[src/rtl/neural_argmax.sv]
// Argmax over the ten per-class neuron sums: captures each sum on its valid
// rising edge, scans them one class per cycle, and hands the winner out on a valid/ready port.
module neural_argmax #(
    parameter int N_CLASS = 10,
    parameter int DW      = 26,
    parameter int IW      = 4
) (
    input  logic                    clk,
    input  logic                    rst,
    input  logic [N_CLASS*DW-1:0]   Neuron_Result,
    input  logic [N_CLASS-1:0]      Neuron_Valid,
    input  logic                    Class_Ready,
    output logic [IW-1:0]           Class_Out,
    output logic [DW-1:0]           Max_Score,
    output logic                    Class_Valid,
    output logic                    Overrun
);

    typedef enum logic [1:0] {
        ST_COLLECT = 2'd0,
        ST_COMPARE = 2'd1,
        ST_DONE    = 2'd2
    } state_e;

    localparam logic [N_CLASS-1:0] ALL_ONES = {N_CLASS{1'b1}};
    localparam logic [IW-1:0]      LAST_IDX = IW'(N_CLASS - 1);
    localparam logic [IW-1:0]      IDX_ONE  = IW'(1);
    localparam logic [IW-1:0]      IDX_ZERO = IW'(0);

    state_e                 state_q, state_d;
    logic [N_CLASS-1:0]     prev_q;
    logic [N_CLASS-1:0]     mask_q, mask_d;
    logic [N_CLASS-1:0]     rise_s;
    logic signed [DW-1:0]   score_q [N_CLASS];
    logic signed [DW-1:0]   score_d [N_CLASS];
    logic signed [DW-1:0]   best_q, best_d;
    logic [IW-1:0]          best_idx_q, best_idx_d;
    logic [IW-1:0]          idx_q, idx_d;
    logic [IW-1:0]          class_out_q, class_out_d;
    logic [DW-1:0]          max_score_q, max_score_d;
    logic                   class_valid_q, class_valid_d;
    logic                   overrun_q, overrun_d;
    logic signed [DW-1:0]   cand_s;
    logic                   better_s;

    // A level already high when prev is cleared by reset counts as a rise.
    assign rise_s   = Neuron_Valid & ~prev_q;
    assign cand_s   = score_q[idx_q];
    assign better_s = (cand_s > best_q);

    assign Class_Out   = class_out_q;
    assign Max_Score   = max_score_q;
    assign Class_Valid = class_valid_q;
    assign Overrun     = overrun_q;

    // Next-state logic for capture, sequential compare and output handshake
    always_comb begin
        state_d       = state_q;
        mask_d        = mask_q;
        score_d       = score_q;
        best_d        = best_q;
        best_idx_d    = best_idx_q;
        idx_d         = idx_q;
        class_out_d   = class_out_q;
        max_score_d   = max_score_q;
        class_valid_d = class_valid_q;

        if ((state_q != ST_COLLECT) && (|rise_s)) begin
            overrun_d = 1'b1;
        end else begin
            overrun_d = overrun_q;
        end

        case (state_q)
            ST_COLLECT: begin
                for (int i = 0; i < N_CLASS; i++) begin
                    if (rise_s[i]) begin
                        score_d[i] = Neuron_Result[DW*i +: DW];
                    end else begin
                        score_d[i] = score_q[i];
                    end
                end
                mask_d = mask_q | rise_s;
                // The mask completed on the previous edge; the scan starts with class 0 as incumbent.
                if (mask_q == ALL_ONES) begin
                    state_d    = ST_COMPARE;
                    best_d     = score_q[0];
                    best_idx_d = IDX_ZERO;
                    idx_d      = IDX_ONE;
                end else begin
                    state_d = ST_COLLECT;
                end
            end
            ST_COMPARE: begin
                if (better_s) begin
                    best_d     = cand_s;
                    best_idx_d = idx_q;
                end else begin
                    best_d     = best_q;
                    best_idx_d = best_idx_q;
                end
                idx_d = idx_q + IDX_ONE;
                if (idx_q == LAST_IDX) begin
                    state_d       = ST_DONE;
                    class_out_d   = better_s ? idx_q : best_idx_q;
                    max_score_d   = better_s ? cand_s : best_q;
                    class_valid_d = 1'b1;
                end else begin
                    state_d = ST_COMPARE;
                end
            end
            ST_DONE: begin
                if (class_valid_q && Class_Ready) begin
                    class_valid_d = 1'b0;
                    mask_d        = '0;
                    state_d       = ST_COLLECT;
                end else begin
                    state_d = ST_DONE;
                end
            end
            default: begin
                state_d = ST_COLLECT;
            end
        endcase
    end

    // State and datapath registers with synchronous reset
    always_ff @(posedge clk) begin
        if (rst) begin
            state_q       <= ST_COLLECT;
            prev_q        <= '0;
            mask_q        <= '0;
            for (int i = 0; i < N_CLASS; i++) begin
                score_q[i] <= '0;
            end
            best_q        <= '0;
            best_idx_q    <= '0;
            idx_q         <= '0;
            class_out_q   <= '0;
            max_score_q   <= '0;
            class_valid_q <= 1'b0;
            overrun_q     <= 1'b0;
        end else begin
            state_q       <= state_d;
            prev_q        <= Neuron_Valid;
            mask_q        <= mask_d;
            for (int i = 0; i < N_CLASS; i++) begin
                score_q[i] <= score_d[i];
            end
            best_q        <= best_d;
            best_idx_q    <= best_idx_d;
            idx_q         <= idx_d;
            class_out_q   <= class_out_d;
            max_score_q   <= max_score_d;
            class_valid_q <= class_valid_d;
            overrun_q     <= overrun_d;
        end
    end

endmodule
[config.mk]
export PLATFORM = sky130hd
export DESIGN_NAME = neural_argmax
export DESIGN_NICKNAME = d
export VERILOG_FILES = /design/src/rtl/neural_argmax.sv
export SDC_FILE = /design/constraint.sdc
export NUM_CORES = 1
export LEC_CHECK = 0
export CAP_MARGIN = 10
export CORE_ASPECT_RATIO = 1.4
export CORE_MARGIN = 2
export CORE_UTILIZATION = 56
export CTS_CLUSTER_SIZE = 28
export DETAILED_ROUTE_END_ITERATION = 8
export GPL_ROUTABILITY_DRIVEN = 0
export PLACE_DENSITY = 0.95
export SYNTH_ARGS = -nofsm -noshare
export SYNTH_HDL_FRONTEND = slang
export SYNTH_SLANG_ARGS = --single-unit
export TNS_END_PERCENT = 1
[constraint.sdc]
create_clock -name clk -period 11.6 [get_ports clk]
set_input_delay 1.16 -clock clk [delete_from_list [all_inputs] [get_ports clk]]
set_output_delay 1.16 -clock clk [all_outputs]
set_load 0.1 [all_outputs]
==> Slide: Implementation Results <==
Run Summary

Flow run
  • Max cap viols: 0
  • OpenROAD warning count: 31

Pwr
  • Switching share of power: 0.2586
  • Cell-internal power: 1.999 mW
  • Power share of the clock group: 0.391
  • Sequential power share: 0.478
  • Comb power frac: 0.130
  • Leakage: 6.709 nW
  • PwrDens: 141.0 nW/um^2
  • Max IR drop VDD: 0.1235 mV
  • Psw: 0.6971 mW

Global route
  • Number of global-route vias before repair: 14,990
  • Initial antenna violation count: 0
  • GRT Total Usage: 0.3639
  • First-pass GRT wire length: 79,820 um
  • Overflow left after global routing: 0
  • Largest net degree at the start of global routing: 155

STA
  • Fmax: 164.9 MHz
  • Fin worst setup slack: 5.534 ns
  • Count of final max-slew check failures: 0
  • Final Critical Period: 6.066 ns
  • Worst-margin pin slew: 1.290 ns
  • Final setup skew: 0.03224 ns
  • Final period util: 0.5229
  • Worst rel slew slack: 0.1402
  • Fin Setup TNS: 0 ns
  • RSZ-0062 raised after global routing: false
  • Final setup fails: 0
  • Final hold violations: 0

Logic synthesis
  • Synth top area share: 0.4615
  • Post-synth ARST share: 0
  • # Cells Yosys: 1,819
  • Mapped Cells: 1,819
  • Mux share: 0.1152
  • Complex Gates by Area: 0.1384
  • Comb area leader: simple AND/OR/NAND/NOR gates
  • Simple Share, Synth: 0.2140
  • Most numerous cell in the Yosys netlist: nand2_1
  • Area leader, netlist: dfxtp_1
  • Seq share, synth: 0.4615
  • Mapped cell area: 15,100 um^2
  • Most frequent cells after synthesis: 544 x nand2_1, 348 x dfxtp_1, 316 x a21oi_1
  • Number of enable flip-flop cells: 0
  • Yosys warning total: 0
  • Chip Area, Yosys: 15,100 um^2
  • Xor/xnor share: 0.001160
  • Dominant flop cell: dfxtp_1
  • Net count after synthesis: 2,120
  • Adder Area Share: 0.02321
  • Avg Inst Size Synth: 8.299 um^2
  • Post-synth area hogs: dfxtp_1 46%, nand2_1 14%, a21oi_1 10%
  • Synthesized registers: 348
  • Synth unique cells: 40

Critical path
  • Slowest cell on the critical path: mux2i_4
  • CP peak stage delay: 0.96 ns
  • Crit path max-delay family: multiplexers
  • Worst Path Buf+Inv: 1
  • CP Launch Type: register
  • Critical Path AT: 6.50 ns
  • Setup slack, reg-to-reg: 5.53 ns
  • Crit end category: register
  • Reg2reg path depth: 11
  • R2r endpoint: Max_Score[6]
  • Worst Path Required: 12.03 ns
  • Reg-to-Reg Start: idx_q[0]
  • Cell Chain, Critical Path: buf_4 > mux4_2 > mux2i_1 > o22ai_1 > ha_1 > nand4_1 > or4_1 > o211ai_1 > mux2i_4 > nor3_1 > nor4_1
  • CP Class: register to register
  • Critical path fanouts, max: 46

Floorplanning
  • Cell row count: 71
  • DIE AREA: 28,300 um^2
  • Die H: 198.3 um
  • Die X: 142.8 um
  • I/O Pins: 305
  • Initial Utilization: 0.5646
  • Core ar.: 26,740 um^2

Clock tree
  • CTS tree: yes
  • CTS Sinks: 348
  • Clock Pin Slew Worst Setup and Hold Paths: 0.07 ns
  • Clock buffer count from CTS: 31
  • Clk buf depth: 3
  • Clock root buffer: clkbuf_16
  • Clk ins delay skew pair: 0.58 ns
  • Hold_buf cts: 0
  • Setup bufs post-CTS: 0
  • Htree depth: 1
  • Post_cts resized: 0

Route
  • Vias per inst: 6.318
  • Drt pass-1 iters: 7
  • Final ANT Viol Nets: 0
  • Met1 WL: 17,480 um
  • Wire length on met3: 5782 um
  • Highest routed layer: met4
  • Starting DRT DRC Count: 2,172
  • DR WL/cell: 22.00 um
  • # DRC: 0
  • Met2 WL: 24,830 um

Min path
  • Worst hold path type: register to register
  • Worst Hold Path EP: score_q[39]
  • Hold_sp: score_q[39]
  • Hold depth: 2

Finish
  • Syn-to-layout area delta: 26.66%
  • Ratio of cells with drive above 1 in the final layout: 0.06026
  • Final nets: 2,319
  • Post-route cell area: 19,120 um^2
  • Diode count: 0

Placed design
  • Placed cell area: 18,100 um^2
  • # port buffers: 304
  • Post-detail-place hpwl: 35,730 um
  • Placement Setup Slack: 5.770 ns

Outcome
  • Outcome: completed
==> worst reg2reg max path, delay by kind of cell, from the launching register on <==
kind | cells | cell delay, ns
buf+inv | 1 | 0.71
simple gates | 4 | 1.11
flops | 1 | 0.94
compound gates | 2 | 0.86
mux | 3 | 1.91
fa+ha+maj | 1 | 0.43
==> placed cells by master, fill, tap and decap left out, drive strengths merged, types with 2 or more instances in the layout <==
cell           count
inv               30
nand4              9
nand3             37
nor4              30
mux2i             54
o21ai              6
and2              11
clkbuf            45
nand2            544
nor3              61
or2                2
clkdlybuf4s50    303
nor2b             22
nand2b             2
o22ai             25
or4                3
dfxtp            348
bufinv             3
a21oi            316
nor2              49
mux4              52
ha                28
buf               10
clkinv             7
xor2               2
a32oi             25
a211oi             4
==> layer usage <==
metal	up-vias	GRT usage
li1	6637	-
met1	7007	0.4230
met2	1211	0.5901
met3	346	0.07086
met4	0	0.2772
met5	-	0
==> cell families (layout without fill, tap and decap cells) <==
group                    after synthesis  count (layout)
AND-OR/OR-AND                        385             385
XOR/XNOR                               2               2
adder cells (fa/ha/maj)               28              28
buffers and inverters                177             399
flip-flops                           348             348
multiplexers                         107             107
AND/OR/NAND/NOR                      772             772
==> worst max-delay path by stage <==
| stage | start | end | slack [ns] | depth (start not counted) |
|---|---|---|---|---|
| 2_1_floorplan | idx_q[0] | best_q[11] | 6.96 | 15 |
| 6_report | idx_q[0] | Max_Score[6] | 5.53 | 11 |
| 4_1_cts | idx_q[0] | Max_Score[6] | 5.64 | 11 |
| 3_5_place_dp | idx_q[0] | best_q[0] | 5.77 | 13 |
| 5_1_grt | idx_q[0] | Max_Score[6] | 5.26 | 11 |
| 3_3_place_gp | idx_q[0] | best_q[0] | 5.88 | 13 |
==> power groups by stage <==
stage | logic, mW | registers (mW) | clock network, mW
6_report | 0.352 | 1.29 | 1.05
5_1_grt | 0.372 | 1.29 | 1.10
4_1_cts | 0.340 | 1.29 | 1.04
2_1_floorplan | 0.188 | 1.30 | 0
3_3_place_gp | 0.325 | 1.31 | 0
3_5_place_dp | 0.335 | 1.31 | 0
==> per-stage QoR <==
step           std cells    util  hold WS, ns  power (mW)
3_3_place_gp        2350  0.6769       0.4392       1.633
4_1_cts             2406  0.7151       0.4544       2.669
6_report            2406  0.7151       0.4558       2.696
2_1_floorplan       1819       -       0.4331       1.485
3_5_place_dp        2350  0.6769       0.4459       1.647
5_1_grt             2406  0.7151       0.4679       2.760
==> registers in the layout, summed over array words and instances, names as in the netlist <==
register     count
score_q        260
Max_Score       26
best_q          26
mask_q          10
prev_q          10
Class_Out        4
best_idx_q       4
idx_q            4
state_q          2
Class_Valid      1
Overrun          1
==> layout make-up <==
| cell class | instances | area [um^2] |
|---|---|---|
| clock buffers | 45 | 888.4 |
| repair buffers | 313 | 3115 |
| flip-flops and latches | 348 | 6973 |
| multi-input cells | 1294 | 7442 |
| clock inverters | 11 | 132.6 |
| fillers | 1813 | 7619 |
| well taps | 365 | 456.7 |
| inverters | 30 | 112.6 |
layer_met1.png
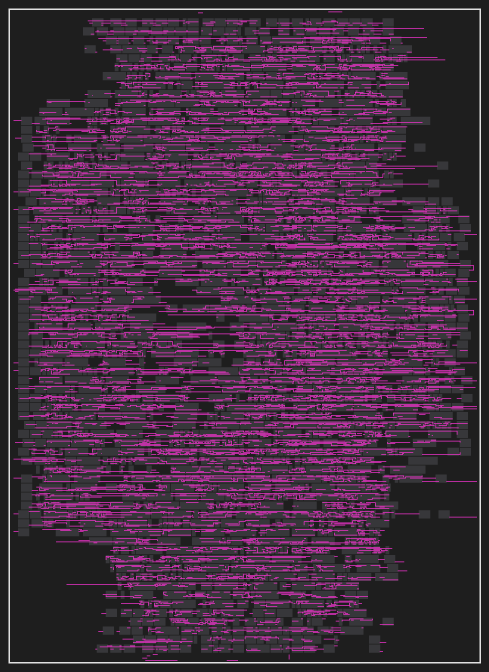
The longest straight run is 51.1 um. 2,113 nets have wire on it. The layer holds 33% of the routed length. The wires run mostly horizontal. The layer carries 17,500 um of wire.
WL final: 52,940 um
Vias: 15,200

layer_met2.png
Bar = 50 um.
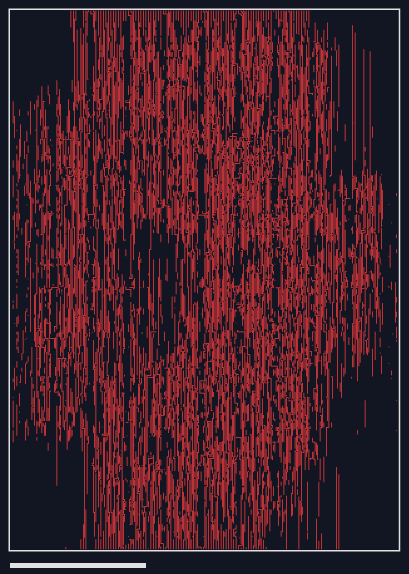
2,026 nets have wire on it. The layer holds 47% of the routed length. The layer carries 24.8 mm of wire. The wires run mostly vertical.
met2 GRT Util: 0.5901

layer_met3.png
Bar = 50 um.
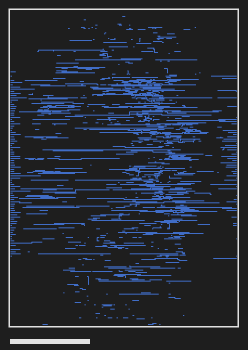
The layer holds 11% of the routed length. The longest straight run is 86.5 um.
met3 usage: 0.07086

layer_met4.png
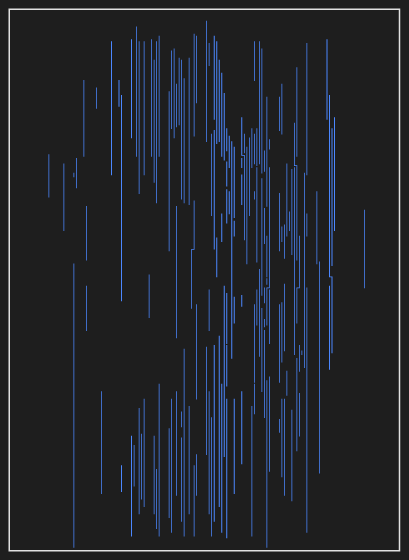
The wires run mostly vertical. The longest straight run is 104 um.

Power and IR drop assume default switching activity.
